==> images/flops_by_reg.png <==
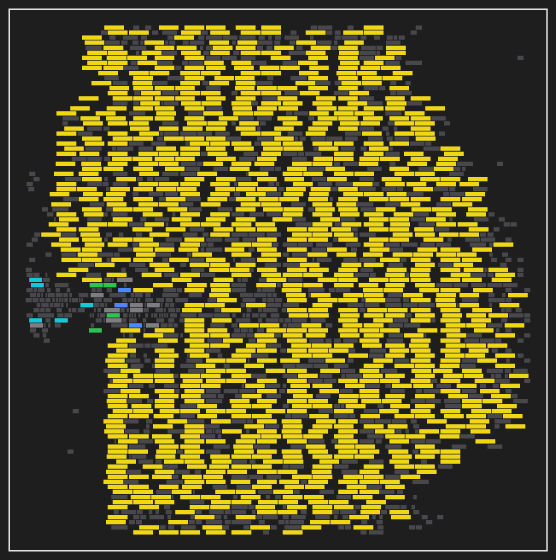
==> images/clk_routes.png <==
The bar under the picture is 100 um long.
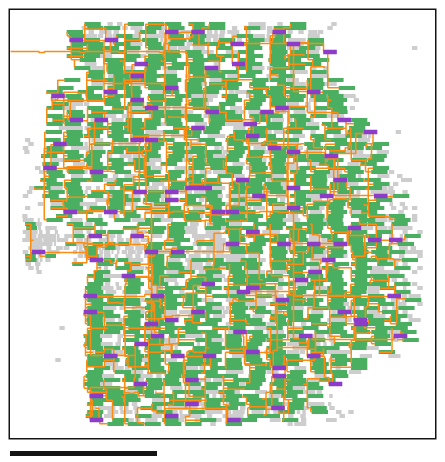
==> images/clocks.png <==
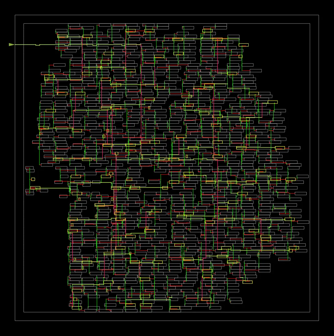
==> images/placement_by_type.png <==
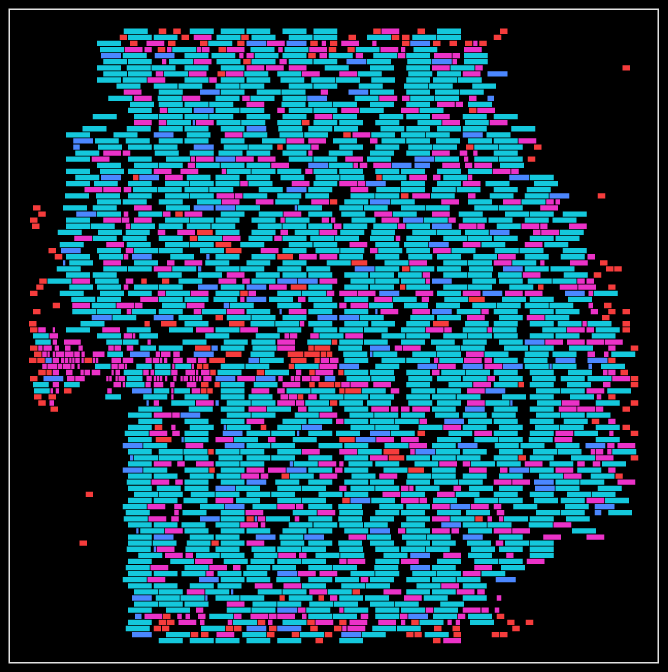
<file path="src/rtl/kt4_result_fifo.sv">
// Result FIFO behind the kt4 stage: captures valid-only strobes into a circular
// buffer and re-presents them as a first-word-fall-through valid/ready stream with frame markers.
module kt4_result_fifo #(
    parameter int DATA_W       = 64,
    parameter int DEPTH        = 16,
    parameter int FRAME_LEN    = 8,
    parameter int AFULL_THRESH = 12
) (
    input  logic                       clk,
    input  logic                       rst,
    input  logic [DATA_W-1:0]          kt4_result,
    input  logic                       kt4_result_vld,
    output logic [DATA_W-1:0]          m_tdata,
    output logic                       m_tvalid,
    input  logic                       m_tready,
    output logic                       m_tlast,
    output logic [$clog2(DEPTH):0]     count,
    output logic                       almost_full,
    output logic                       overflow,
    input  logic                       clr_overflow
);

    localparam int AW = $clog2(DEPTH);
    localparam int CW = AW + 1;
    localparam int FW = (FRAME_LEN > 1) ? $clog2(FRAME_LEN) : 1;
    localparam logic [CW-1:0] FULL_C  = CW'(DEPTH);
    localparam logic [CW-1:0] AFULL_C = CW'(AFULL_THRESH);
    localparam logic [FW-1:0] FLAST_C = FW'(FRAME_LEN - 1);

    // Each entry carries its end-of-frame marker alongside the data.
    logic [DATA_W:0]   r_mem [DEPTH];
    logic [AW-1:0]     r_wr_ptr;
    logic [AW-1:0]     r_rd_ptr;
    logic [CW-1:0]     r_count;
    logic [FW-1:0]     r_frame_cnt;
    logic              r_overflow;

    logic              w_pop;
    logic              w_push;
    logic              w_full;
    logic              w_drop;
    logic [DATA_W:0]   w_head;

    assign m_tvalid    = (r_count != '0);
    assign w_full      = (r_count == FULL_C);
    assign w_pop       = m_tvalid & m_tready;
    // A pop on a full FIFO frees the slot for a strobe arriving in the same cycle.
    assign w_push      = kt4_result_vld & (~w_full | w_pop);
    assign w_drop      = kt4_result_vld & w_full & ~w_pop;
    assign w_head      = r_mem[r_rd_ptr];

    assign m_tdata     = m_tvalid ? w_head[DATA_W-1:0] : '0;
    assign m_tlast     = m_tvalid & w_head[DATA_W];
    assign count       = r_count;
    assign almost_full = (r_count >= AFULL_C);
    assign overflow    = r_overflow;

    always_ff @(posedge clk) begin
        if (!rst && w_push)
            r_mem[r_wr_ptr] <= {(r_frame_cnt == FLAST_C), kt4_result};
    end

    always_ff @(posedge clk) begin
        if (rst) begin
            r_wr_ptr    <= '0;
            r_rd_ptr    <= '0;
            r_count     <= '0;
            r_frame_cnt <= '0;
            r_overflow  <= 1'b0;
        end else begin
            if (w_push) begin
                r_wr_ptr    <= r_wr_ptr + AW'(1);
                r_frame_cnt <= (r_frame_cnt == FLAST_C) ? '0 : r_frame_cnt + FW'(1);
            end
            if (w_pop)
                r_rd_ptr <= r_rd_ptr + AW'(1);
            case ({w_push, w_pop})
                2'b10:   r_count <= r_count + CW'(1);
                2'b01:   r_count <= r_count - CW'(1);
                default: r_count <= r_count;
            endcase
            // Set has priority over clear so a drop in the clear cycle is not lost.
            if (w_drop)
                r_overflow <= 1'b1;
            else if (clr_overflow)
                r_overflow <= 1'b0;
        end
    end

endmodule

</file>
<file path="config.mk">
export PLATFORM = sky130hd
export DESIGN_NAME = kt4_result_fifo
export DESIGN_NICKNAME = d
export VERILOG_FILES = /design/src/rtl/kt4_result_fifo.sv
export SDC_FILE = /design/constraint.sdc
export NUM_CORES = 1
export LEC_CHECK = 0
export CAP_MARGIN = 25
export CORE_AREA = 8 8 281 283
export CTS_CLUSTER_DIAMETER = 50
export CTS_CLUSTER_SIZE = 12
export DETAILED_ROUTE_END_ITERATION = 12
export DIE_AREA = 0 0 289 291
export GPL_ROUTABILITY_DRIVEN = 0
export PLACE_DENSITY = 0.75
export SETUP_SLACK_MARGIN = 0.3
export SLEW_MARGIN = 20
export SYNTH_ARGS = -nofsm -noshare
export SYNTH_HDL_FRONTEND = slang
export SYNTH_SLANG_ARGS = --single-unit
</file>
<file path="constraint.sdc">
create_clock -name clk -period 6.04 [get_ports clk]
set_clock_uncertainty 0.1 [all_clocks]
set_input_delay 1.812 -clock clk [delete_from_list [all_inputs] [get_ports clk]]
set_output_delay 1.812 -clock clk [all_outputs]
set_load 0.01 [all_outputs]
</file>
==> changes_impl.md <==
### Changed

* Synth cell types at 40
* Worst Path Buf+Inv at 2
* CTS tree: yes
* Synth Seq Share at around four fifths
* Largest register by flop count: r_mem
* Main synth FF type: edfxtp_1
* Status: finished clean
* Area grow syn2layout at 15.0%
* Seq cells at approximately 1.1k
* Internal power at 13.1 mW
* Filler cells at approximately 4.9k
* Via count at between 15k and 20k
* Dominant combinational family: multiplexers
* Metal3 WL at 6990 um
* Yosys Chip Area at 40400 um2
* WL final at between 80000 and 90000 um
* Final Hold Viols at 0
* Delay of the slowest critical-path stage at ~0.70 ns
* Comb power frac at between 10% and 20%
* Crit path to: m_tdata[29]
* Synth warn at 0
Notes on flops_by_reg.png above:
[count] cyan | flops: 5 | where: middle left
[r_frame_cnt] blue | flops: 3
[r_mem] yellow | flops: 1040 | where: spread over the die
[r_rd_ptr] green | flops: 4 | where: middle left

Notes on clk_routes.png above:
[clock drivers] purple | count: 105
[clock wires] orange | length: 10800 um
[flip-flops] green | count: 1061
flops lie: spread over the die
routed clock nets: 106

Notes on clocks.png above:
Power Clock: 5.81 mW
clock buffers: 121

Notes on placement_by_type.png above:
[clock drivers and dummy loads] blue | cells: 143 | share of their area: 6.5%
[sequential cells] cyan | cells: 1061 | share of their area: 70%
[remaining buffers and delay cells] red | cells: 197 | share of their area: 4.7%
[combinational and other logic] magenta | cells: 573 | share of their area: 19%

Power and IR drop assume default switching activity.
